Design ghostbus_host_flat, sky130hd; sources not shown.
Figure 1. Gate families picked out (run 1).
(2 px per um)
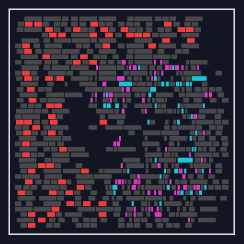
Cyan marks NOR gates, cells 45. Magenta marks NAND gates, cells 68. Red marks multiplexers, cells 65.
count of placed standard cells in the final layout, fillers left out: 795
fraction of area in multi-input gates: 30.2%
most numerous logic cell after layout: clkdlybuf4s50_1

Figure 2. Register map, names as in the netlist (run 1).
(2 px per um)
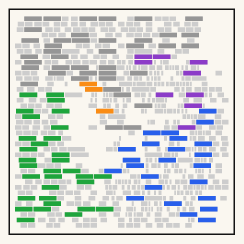
Green marks `u_core.bus.rsp_rdata`, sequential cells 32. Blue marks `u_core.bus.gb_addr`, sequential cells 24. Purple marks `u_core.beats_q`, sequential cells 9, where north-east. Orange marks `u_core.wait_q`, sequential cells 3.
Sequential cell area: 2700 um2
utilization after layout: 65.5%
flop share of the area: 36.3%
Seq group: 0.00176 W

Figure 3. Zoomed window (run 1).
Region (43, 21) to (68, 46) um. Cells in grey, sequential cells in the stronger grey; small squares are vias.
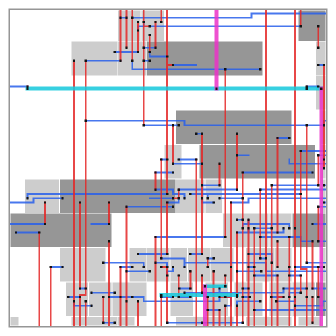
Cyan marks met3. Red marks met2. Blue marks met1. Magenta marks met4.
Most frequent: a21oi_1 (7), dfrtp_1 (5). Sequential cells in the window: 5. 31 logic cells have their middle in the window.

==> flow_results.org, run 1 <==
* Flow results

** Synth
- Dividing the synthesized area by the synthesized cell count gives 11.2 um2.
- Distinct cell type count after synthesis :: 56
- Largest cells by area after synthesis :: dfrtp_1, mux2_2, a21oi_1
- Synth warnings :: 0
- Once synthesis finished, the tally of register bits stood at 108.

** Critical path
- Number of cells on the worst reg-to-reg path :: 5
- Peak per-stage delay on the critical path :: 0.82 ns
- The timing report attributes the biggest portion of critical-path delay to buffers and inverters.
- For the worst setup path, the data required time is 3.90 ns.
- Endpoint arrival time on the critical path :: 2.53 ns
- Chain of cells forming the critical path :: clkdlybuf4s50_1, or4_4, inv_1, clkdlybuf4s50_1

** Layout
- Nets :: 754
- 318 cells are multi-input combinational gates.
- Leaving out the clock tree, the finished layout contains an inverter count of 10.
- 0 antenna diodes ended up in the layout.
- FFs & Latches :: 108
- Layout fillers :: 888

** Place
- Worst Setup Slack post-DPL :: 1.30 ns
- Post-detail-place hpwl :: 10.0 mm
- IO Port Bufs :: 194

** Detailed routing
- Vias per inst :: 5.50
- 1st-pass router iterations :: 5
- WL per Instance :: 17.1 um
- TritonRoute reported its final design rule violation total as 0.

** Power and ir drop
- Sw Ratio :: 48.8%
- Sequential share of power :: 30.3%
- Int Power :: 0.00297 W
- Per the OpenROAD power report, leakage power amounts to 3.03 nW.

** STA
- Final worst setup slack :: 1.37 ns
- Max Clk Rate :: 305 MHz
- Sum Neg Setup Slack :: 0 ns
- Tightest Pin Transition :: 0.922 ns
- Checking max transition, the worst relative margin is 38.5%.
- The final timing summary puts the cycle share of the worst path at 70.6%.

** Clocking
- Looking at the clock tree report, the root buffer type is clkbuf_16.

** Floorplanning
- According to the floorplan log, the row count is 39.

** Min path
- STA reports the tightest min-delay check as being of type flop to flop.

** GRT
- In the global route stage, overall resource usage came out at 23.3%.
- The first global-routing pass estimated 22.9 mm of wire.

** Outcome
- The flow ran to the end, and the final reports show no timing, DRC or antenna violations.
## run 1: logic make-up (layout without fill, tap and decap cells)
kind of cell               after synthesis  in the layout  share of synthesized area, %
xor gates and xnor gates                 6              6                          1.03
and+or+nand+nor                        132            132                          13.8
DFF                                    108            108                          52.9
buffers and inverters                   31            226                          3.23
adders and majority gates                6              6                          1.47
muxes                                   65             65                          14.3
AOI/OAI and AO/OA                      109            109                          13.3
## run 1: worst register-to-register path: cells and delay by family (launching register included)
family	cells	cell delay [ns]
DFF	1	0.44
and+or+nand+nor	1	0.58
AOI/OAI and AO/OA	4	1.64
## run 1: cell usage in the layout, fill, tap and decap left out, drive strengths merged, types with 12 or more instances in the layout
| cell | Yosys | layout |
|---|---|---|
| a21oi | 36 | 36 |
| nand3 | 14 | 14 |
| clkdlybuf4s50 | 0 | 194 |
| o21ai | 28 | 28 |
| nand2 | 41 | 41 |
| nor3 | 12 | 12 |
| dfrtp | 108 | 108 |
| mux2 | 65 | 65 |
| nor2 | 26 | 26 |
## run 1: routing by layer
layer  up-vias  part of all wire, %  global-route usage (%)
met5         -                    0                       -
met4         0                  1.5                    6.75
met3        18                  6.9                    5.50
met2       173                   50                    37.4
met1      2116                   42                    29.7
li1       2064                    -                       -
## run 1: power by group through the flow
stage | clock network, W | logic [W] | registers (W)
floorplan | 0 | 0.000825 | 0.00308
global placement | 0 | 0.00325 | 0.00174
detailed placement | 0 | 0.00330 | 0.00177
CTS | 0.000759 | 0.00331 | 0.00175
global route | 0.000801 | 0.00346 | 0.00182
finish | 0.000740 | 0.00330 | 0.00176
## Run 2: what changed since run 1
- CORE_UTILIZATION: 44 -> 40
- PLACE_DENSITY: 0.79 -> 0.76
- clock period: 4.65 -> 2.84 ns (I/O delays scaled with it)
Figure 4. Gate families picked out (run 2).
(2 px per um)
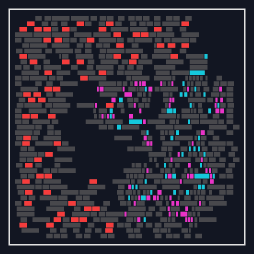
Red marks multiplexers, cells 65. Cyan marks NOR gates, cells 45. Magenta marks NAND gates, cells 68.
count of placed standard cells in the final layout, fillers left out: 829
fraction of area in multi-input gates: 29.7%

==> run 2 against run 1 <==
Effect of this change: worst hold slack got worse by 0.0016 ns; largest cell class unchanged; first-iteration DRC count decreased by 1.6%; design area increased by 1.8%.
==> flow_results.org, run 2 <==
* Flow results

** GRT
- Number of antenna violations at the first check in global routing :: 0
- Routing usage on met2 :: 34.0% (-3.3 points)
- Global-route total usage across every layer :: 20.6% (-2.7 points)
- The met3 track demand over resource in global routing is 3.66% (-1.8 points).
- The met1 demand-to-capacity share in global routing is 25.3% (-4.4 points).
- Most Used Layer, Global Route :: met2
- The first-pass GRT wire length came to 21.4 mm (-6.8%).

** Synth
- The synthesized flop and latch total came to 108 (unchanged).
- Distinct cell type count after synthesis :: 56 (unchanged)
- Most frequent cell after synthesis :: dfrtp_1
- Share of flip-flops with an asynchronous set or reset :: 100%
- Synth warnings :: 0 (unchanged)
- Largest cells by area after synthesis :: dfrtp_1, mux2_2, a21oi_1

** Detailed routing
- The number of iterations in the first detailed-routing pass is 5 (unchanged).
- The count of unresolved DRC violations after routing was 0 (unchanged).
- Vias per inst :: 5.36 (-2.4%)
- WL per Instance :: 16.5 um (-3.6%)

** Critical path
- The cell sequence reported for the critical path is or3b_1, buf_4, a21oi_1, nand2_1, o311ai_0.
- The worst stage delay on the critical path was 0.47 ns (-0.35 ns).
- The data arrival time of the critical path is 2.41 ns (-0.12 ns).
- Required arrival time at the worst endpoint :: 3.01 ns (-0.89 ns)
- On the critical path the largest part of the delay comes from AND-OR/OR-AND gates.
- Number of cells on the worst reg-to-reg path :: 5 (unchanged)

** STA
- Tightest Pin Transition :: 0.757 ns (-0.165 ns)
- The worst-case headroom to the max-slew limit came to 49.4% (+11 points).
- OpenROAD reports that the post-layout worst path occupies 79.1% of the period.
- Setup repair after global routing left no endpoint under its margin.
- Max Clk Rate :: 445 MHz
- The summed negative setup slack over all endpoints is 0 ns (unchanged).

** Floorplanning
- Row count :: 41 (+5.1%)

** Place
- Post-detail-place hpwl :: 10.1 mm (+0.71%)

** Min path
- Type of the worst min-delay path :: flop to flop

** Layout
- Most numerous logic cells after layout :: clkdlybuf4s50_1, dfrtp_1, mux2_2, nand2_1, a21oi_1
- Antenna cells :: 0 (unchanged)
- The share of the core filled with cells in the final layout was 60.3% (-5.2 points).

** Power and ir drop
- For this design the ratio of total power to cell area is 1270 nW/um2.
- Reported leakage power :: 3.07 nW (+1.4%)

** Clocking
- Clock tree synthesis found a total of 108 sinks.
- The H-tree generated during clock tree synthesis spans 3 levels.
- Clock Root Buffer :: clkbuf_16

** Outcome
- Result of the run :: completed
Figure 5. Ports around the boundary (run 2).
(4 px per um) Pins as bars across the die edge, other pins in grey.
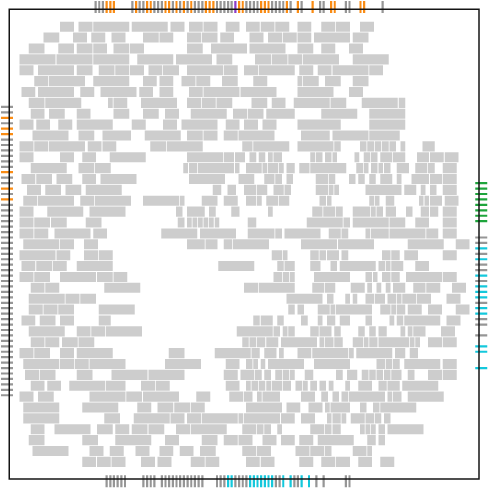
Orange marks `bus_gb_wdata`, pins 32, direction output, edge 26 north, 6 west. Cyan marks `bus_gb_addr`, pins 24, direction output, edge 13 south, 11 east. Purple marks `bus_rsp_valid`, pins 1, direction output, edge north. Green marks `bus_cmd_len`, pins 8, direction input, edge east.
All pins by edge: 62 north, 54 west, 50 south, 29 east.
IO Port Bufs: 194
chip height: 117 um
horizontal die dimension: 117 um

[run 2: cell counts after synthesis]
Identical to the previous run, type by type.
[run 2: cell families (layout without fill, tap and decap cells)]
| kind of cell | count (synthesis) | count (layout) | synth area share (%) |
|---|---|---|---|
| buffers and inverters | 31 | 231 | 3.23 |
| muxes | 65 | 65 | 14.3 |
| DFF | 108 | 108 | 52.9 |
| xor gates and xnor gates | 6 | 6 | 1.03 |
| AOI/OAI and AO/OA | 109 | 109 | 13.3 |
| and+or+nand+nor | 132 | 132 | 13.8 |
| adders and majority gates | 6 | 6 | 1.47 |
[run 2: stage by stage]
stage	hold WS, ns	std cells	area (um2)	total power [W]	worst slack (ns)
after floorplan	0.400	457	5120	0.00640	0.503
after global placement	0.416	814	7280	0.00822	0.355
after detailed placement	0.424	814	7280	0.00834	0.304
after CTS	0.440	829	7580	0.00966	0.575
after global routing	0.463	829	7580	0.0101	0.415
final	0.443	829	7580	0.00960	0.593
[run 2: layer usage]
layer	wire, um	vias up
met5	0	-
met1	5780	2171
met3	813	28
met4	320	0
li1	-	2073
met2	6770	175
[run 2: final cells by class]
cell class	count	area, um2
clock buffer	12	256
clock inverter	3	46.3
timing repair buffer	206	2070
multi-input combinational	318	2250
tap	172	215
inverter	10	41.3
sequential	108	2700
fill	1055	4990
[run 2: worst register-to-register path: stages (launching register included)]
cell and delay [ns]:
dfrtp_1 0.47, or3b_1 0.43, buf_4 0.25, a21oi_1 0.38
nand2_1 0.14, o311ai_0 0.39
[run 2: power by group]
| group | switching [W] | total (W) | internal [W] |
|---|---|---|---|
| combinational | 0.00344 | 0.00543 | 0.00199 |
| sequential | 0.000616 | 0.00287 | 0.00226 |
| clock | 0.000564 | 0.00129 | 0.000730 |
| total | 0.00462 | 0.00960 | 0.00498 |
No activity file was given, so power comes from the tool's default toggle rates.
